<file path="src/rtl/mem_arb_if.sv">
// Bus bundle between the two requesters (fetch, load/store), the arbiter and
// the single-ported memory. The arbiter connects through the slave modport;
// the requester/memory side connects through the master modport.
interface mem_arb_if #(
  parameter int AW = 16,
  parameter int DW = 32
);
  // fetch requester
  logic          req_i;
  logic [AW-1:0] addr_i;
  logic          done_i;
  // load/store requester
  logic          req_d;
  logic          we_d;
  logic [AW-1:0] addr_d;
  logic [DW-1:0] wdata_d;
  logic          done_d;
  // shared return path and status
  logic [DW-1:0] rdata;
  logic          busy;
  // memory port
  logic          mem_en;
  logic          mem_we;
  logic [AW-1:0] mem_addr;
  logic [DW-1:0] mem_wdata;
  logic [DW-1:0] mem_rdata;

  modport slave (
    input  req_i, addr_i, req_d, we_d, addr_d, wdata_d, mem_rdata,
    output done_i, done_d, rdata, busy, mem_en, mem_we, mem_addr, mem_wdata
  );

  modport master (
    output req_i, addr_i, req_d, we_d, addr_d, wdata_d, mem_rdata,
    input  done_i, done_d, rdata, busy, mem_en, mem_we, mem_addr, mem_wdata
  );
endinterface

</file>
<file path="src/rtl/mem_arb.sv">
// Fetch / load-store arbiter for the single-ported memory.
// IDLE picks a winner and latches its operands, ACCESS holds the memory port
// for WAIT_CYC cycles and captures read data in the last one, DONE pulses the
// owner's done for one cycle. Data normally wins ties, but after STARVE_MAX
// consecutive data wins with fetch waiting, fetch is given the next slot.
module mem_arb #(
  parameter int AW         = 16,
  parameter int DW         = 32,
  parameter int WAIT_CYC   = 2,
  parameter int STARVE_MAX = 3
) (
  input logic       clk,
  input logic       rst_f,
  mem_arb_if.slave  bus
);

  typedef enum logic [1:0] {IDLE, ACCESS, DONE} state_t;

  localparam logic [3:0] CNT_INIT   = 4'(WAIT_CYC - 1);
  localparam logic [3:0] STARVE_LIM = 4'(STARVE_MAX);

  state_t        state_reg, state_next;
  logic          owner_d_reg;   // 1: current transfer belongs to data side
  logic          we_reg;
  logic [AW-1:0] addr_reg;
  logic [DW-1:0] wdata_reg;
  logic [DW-1:0] rdata_reg;
  logic [3:0]    cnt_reg;
  logic [3:0]    streak_reg;
  logic          grant;         // arbitration happens this cycle
  logic          grant_d;       // winner is the data side

  // Next-state and winner selection; arbitration only happens in IDLE
  always_comb begin
    state_next = state_reg;
    grant      = 1'b0;
    grant_d    = 1'b0;
    case (state_reg)
      IDLE: begin
        if (bus.req_i || bus.req_d) begin
          grant      = 1'b1;
          grant_d    = bus.req_d && (!bus.req_i || (streak_reg != STARVE_LIM));
          state_next = ACCESS;
        end
      end
      ACCESS: begin
        if (cnt_reg == 4'd0) begin
          state_next = DONE;
        end
      end
      DONE:    state_next = IDLE;
      default: state_next = IDLE;
    endcase
  end

  // State register; reset aborts any transfer in flight
  always_ff @(posedge clk or negedge rst_f) begin
    if (!rst_f) begin
      state_reg <= IDLE;
    end else begin
      state_reg <= state_next;
    end
  end

  // Operand latch, wait counter, starvation streak and read-data capture
  always_ff @(posedge clk or negedge rst_f) begin
    if (!rst_f) begin
      owner_d_reg <= 1'b0;
      we_reg      <= 1'b0;
      addr_reg    <= '0;
      wdata_reg   <= '0;
      rdata_reg   <= '0;
      cnt_reg     <= 4'd0;
      streak_reg  <= 4'd0;
    end else begin
      if (grant) begin
        owner_d_reg <= grant_d;
        we_reg      <= grant_d & bus.we_d;   // fetch is always a read
        addr_reg    <= grant_d ? bus.addr_d : bus.addr_i;
        wdata_reg   <= grant_d ? bus.wdata_d : '0;
        cnt_reg     <= CNT_INIT;
        // streak only grows while fetch is actually being held off
        if (!grant_d || !bus.req_i) begin
          streak_reg <= 4'd0;
        end else if (streak_reg != 4'hF) begin
          streak_reg <= 4'(streak_reg + 4'd1);
        end
      end else if ((state_reg == ACCESS) && (cnt_reg != 4'd0)) begin
        cnt_reg <= 4'(cnt_reg - 4'd1);
      end
      if ((state_reg == ACCESS) && (cnt_reg == 4'd0) && !we_reg) begin
        rdata_reg <= bus.mem_rdata;
      end
    end
  end

  // Outputs decode straight from state so reset clears them without a clock
  assign bus.mem_en    = (state_reg == ACCESS);
  assign bus.mem_we    = (state_reg == ACCESS) && we_reg;
  assign bus.mem_addr  = (state_reg == ACCESS) ? addr_reg  : '0;
  assign bus.mem_wdata = (state_reg == ACCESS) ? wdata_reg : '0;
  assign bus.done_i    = (state_reg == DONE) && !owner_d_reg;
  assign bus.done_d    = (state_reg == DONE) && owner_d_reg;
  assign bus.busy      = (state_reg != IDLE);
  assign bus.rdata     = rdata_reg;

endmodule

</file>
<file path="src/flat_wrapper.sv">
// flat-port wrapper written by rule: the top's interface ports become plain ports
module mem_arb_flat 
#(
  parameter int AW         = 16,
  parameter int DW         = 32,
  parameter int WAIT_CYC   = 2,
  parameter int STARVE_MAX = 3
)
  (clk, rst_f, bus_req_i, bus_addr_i, bus_req_d, bus_we_d, bus_addr_d, bus_wdata_d, bus_mem_rdata, bus_done_i, bus_done_d, bus_rdata, bus_busy, bus_mem_en, bus_mem_we, bus_mem_addr, bus_mem_wdata);
  mem_arb_if #(.AW(AW), .DW(DW)) bus_i ();
  input logic clk;
  input logic rst_f;
  input wire logic [$bits(bus_i.req_i)-1:0] bus_req_i;
  input wire logic [$bits(bus_i.addr_i)-1:0] bus_addr_i;
  input wire logic [$bits(bus_i.req_d)-1:0] bus_req_d;
  input wire logic [$bits(bus_i.we_d)-1:0] bus_we_d;
  input wire logic [$bits(bus_i.addr_d)-1:0] bus_addr_d;
  input wire logic [$bits(bus_i.wdata_d)-1:0] bus_wdata_d;
  input wire logic [$bits(bus_i.mem_rdata)-1:0] bus_mem_rdata;
  output wire logic [$bits(bus_i.done_i)-1:0] bus_done_i;
  output wire logic [$bits(bus_i.done_d)-1:0] bus_done_d;
  output wire logic [$bits(bus_i.rdata)-1:0] bus_rdata;
  output wire logic [$bits(bus_i.busy)-1:0] bus_busy;
  output wire logic [$bits(bus_i.mem_en)-1:0] bus_mem_en;
  output wire logic [$bits(bus_i.mem_we)-1:0] bus_mem_we;
  output wire logic [$bits(bus_i.mem_addr)-1:0] bus_mem_addr;
  output wire logic [$bits(bus_i.mem_wdata)-1:0] bus_mem_wdata;
  assign bus_i.req_i = bus_req_i;
  assign bus_i.addr_i = bus_addr_i;
  assign bus_i.req_d = bus_req_d;
  assign bus_i.we_d = bus_we_d;
  assign bus_i.addr_d = bus_addr_d;
  assign bus_i.wdata_d = bus_wdata_d;
  assign bus_i.mem_rdata = bus_mem_rdata;
  assign bus_done_i = bus_i.done_i;
  assign bus_done_d = bus_i.done_d;
  assign bus_rdata = bus_i.rdata;
  assign bus_busy = bus_i.busy;
  assign bus_mem_en = bus_i.mem_en;
  assign bus_mem_we = bus_i.mem_we;
  assign bus_mem_addr = bus_i.mem_addr;
  assign bus_mem_wdata = bus_i.mem_wdata;
  mem_arb #(.AW(AW), .DW(DW), .WAIT_CYC(WAIT_CYC), .STARVE_MAX(STARVE_MAX)) u_core (.clk(clk), .rst_f(rst_f), .bus(bus_i));
endmodule
</file>
<file path="config.mk">
export PLATFORM = sky130hd
export DESIGN_NAME = mem_arb_flat
export DESIGN_NICKNAME = d
export VERILOG_FILES = /design/src/rtl/mem_arb_if.sv /design/src/rtl/mem_arb.sv /design/src/flat_wrapper.sv
export SDC_FILE = /design/constraint.sdc
export NUM_CORES = 1
export LEC_CHECK = 0
export CELL_PAD_IN_SITES_DETAIL_PLACEMENT = 0
export CELL_PAD_IN_SITES_GLOBAL_PLACEMENT = 1
export CORE_UTILIZATION = 33
export CTS_BUF_LIST = sky130_fd_sc_hd__clkbuf_4
export CTS_CLUSTER_SIZE = 12
export DETAILED_ROUTE_END_ITERATION = 12
export GPL_TIMING_DRIVEN = 0
export PLACE_DENSITY_LB_ADDON = 0.3
export SLEW_MARGIN = 15
export SYNTH_ARGS = -nofsm -noshare
export SYNTH_HDL_FRONTEND = slang
export SYNTH_SLANG_ARGS = --single-unit
</file>
<file path="constraint.sdc">
create_clock -name clk -period 2.05 [get_ports clk]
set_input_delay 0.41 -clock clk [delete_from_list [all_inputs] [get_ports clk]]
set_output_delay 0.41 -clock clk [all_outputs]
set_load 0.01 [all_outputs]
</file>
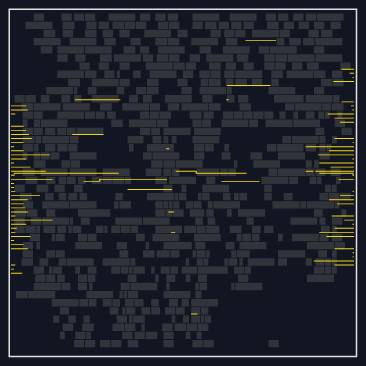
layer_met3.png
Scale: 3 px per µm.
wire length on this layer: 544 µm
longest straight run: 34.7 µm

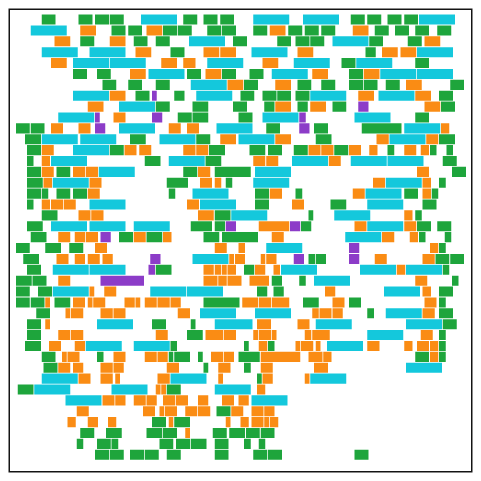
placement_by_type.png
Scale: 4 px per µm.
| class | color | cells |
|---|---|---|
| clock drivers and dummy loads | purple | 16 |
| remaining buffers and delay cells | green | 223 |
| sequential cells | cyan | 92 |
| combinational and other logic | orange | 226 |
Final Util: 52.9%
Final Instance Area: 6650 µm²
Seq area share: 34.6%

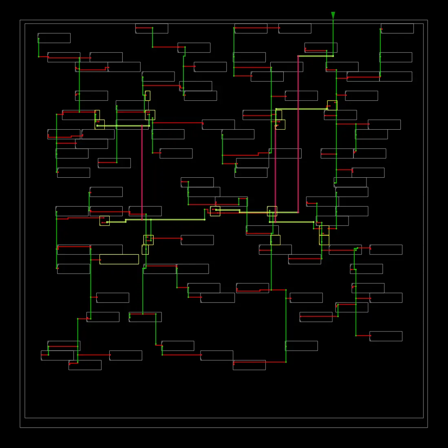
clocks.png
Clock Sinks: 92
P_clk: 0.000976 W
Late-Pin Clk Latency: 0.43 ns
Layout Skew: 0.0129 ns
clock buffer count from CTS: 9

==> flow_summary.toml <==
# synthesis and place-and-route metrics
[status]
status = "finished, final reports clean"

[yosys]
netlist_area_um2 = 4230
top_cells_by_area = "dfrtp_1 (54%), mux2_2 (8.0%), and2_1 (7.2%)"
synthArstFlopShare_pct = 100
netlist_instances = 346
ys_top_cells_by_count = "dfrtp_1 (92), and2_1 (49), a22o_1 (33)"
ys.flop_type = "dfrtp_1"

[finish]
final_nets = 655
finalNonFillerCells = 729
final_layout_size_suffix_gt1_share_pct = 29.8

[critical_path]
timing.rr.end = "u_core.bus.rdata[20]$_DFFE_PN0P_"
crit_type = "flip-flop to primary output"
ff2ff_setup_slack_ns = 0.12
cpMostUsedCell = "buf_6"
path_buffers = 4

[cts]
cts_tree = "yes"
path_clk_slew_ns = 0.14

[timing]
drv_slew = 0
worst_pin_slew_ns = 0.537
max_freq_ghz = 0.499

[floorplanning]
num_rows = 41
die_y_um = 115

[power_and_ir_drop]
p_sw_share_pct = 35.0
vdd_drop_max_mv = 0.770

[flow_run]
warnings = 28

[drt]
dr_wl_met3_um = 544
wl_met1_um = 5480
ant_nets = 0

[placed_design]
io_buffer_count = 185

[grt]
grt_max_degree = 57
grt.overflow.total = 0
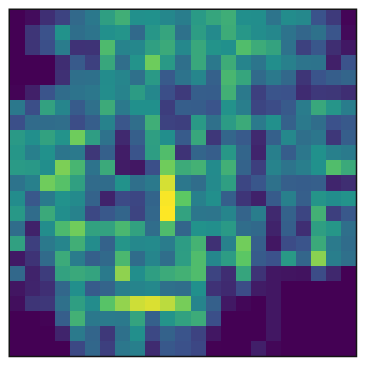
metal_density.png
Scale: 3 px per µm. The die is cut into 23 by 23 equal tiles; dark purple is low, yellow is high, scaled to the fullest tile. Values are wire area over tile area, all layers added.
fullest tile: 0.41
mean over tiles: 0.14
tiles over half the peak: 24%
emptiest ninth of the die: south-east
WL final: 12,300 µm
Total GRT Usage: 18.7%
routed len/inst: 16.9 µm

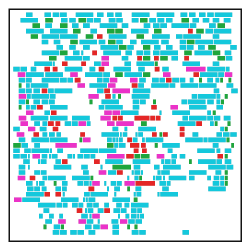
sizes.png
Scale: 2 px per µm.
| size | color | cells |
|---|---|---|
| _6 and larger | magenta | 41 |
| _0 and _1 cells | cyan | 391 |
| _3 and _4 cells | red | 54 |
| _2 cells | green | 71 |

[cell families (layout without fill, tap and decap cells)]
| kind of cell | Yosys count | in the layout | share of synthesized area (%) |
|---|---|---|---|
| AND-OR/OR-AND | 96 | 96 | 19.0 |
| AND/OR/NAND/NOR | 70 | 70 | 11.3 |
| buffers and inverters | 50 | 261 | 5.32 |
| adder cells (fa/ha/maj) | 2 | 2 | 0.591 |
| XOR/XNOR | 1 | 1 | 0.207 |
| flip-flops | 92 | 92 | 54.4 |
| multiplexers | 35 | 35 | 9.22 |
[cell type report]
cell class              instances  area (µm²)
fillers                      1131        5920
clock buffers                  10        75.1
plain buffers                  26         228
inverters                      22        90.1
multi-input cells             204        1790
flip-flops and latches         92        2300
well taps                     172         215
clock inverters                 6        55.1
repair buffers                197        1890
No activity file was given, so power comes from the tool's default toggle rates.
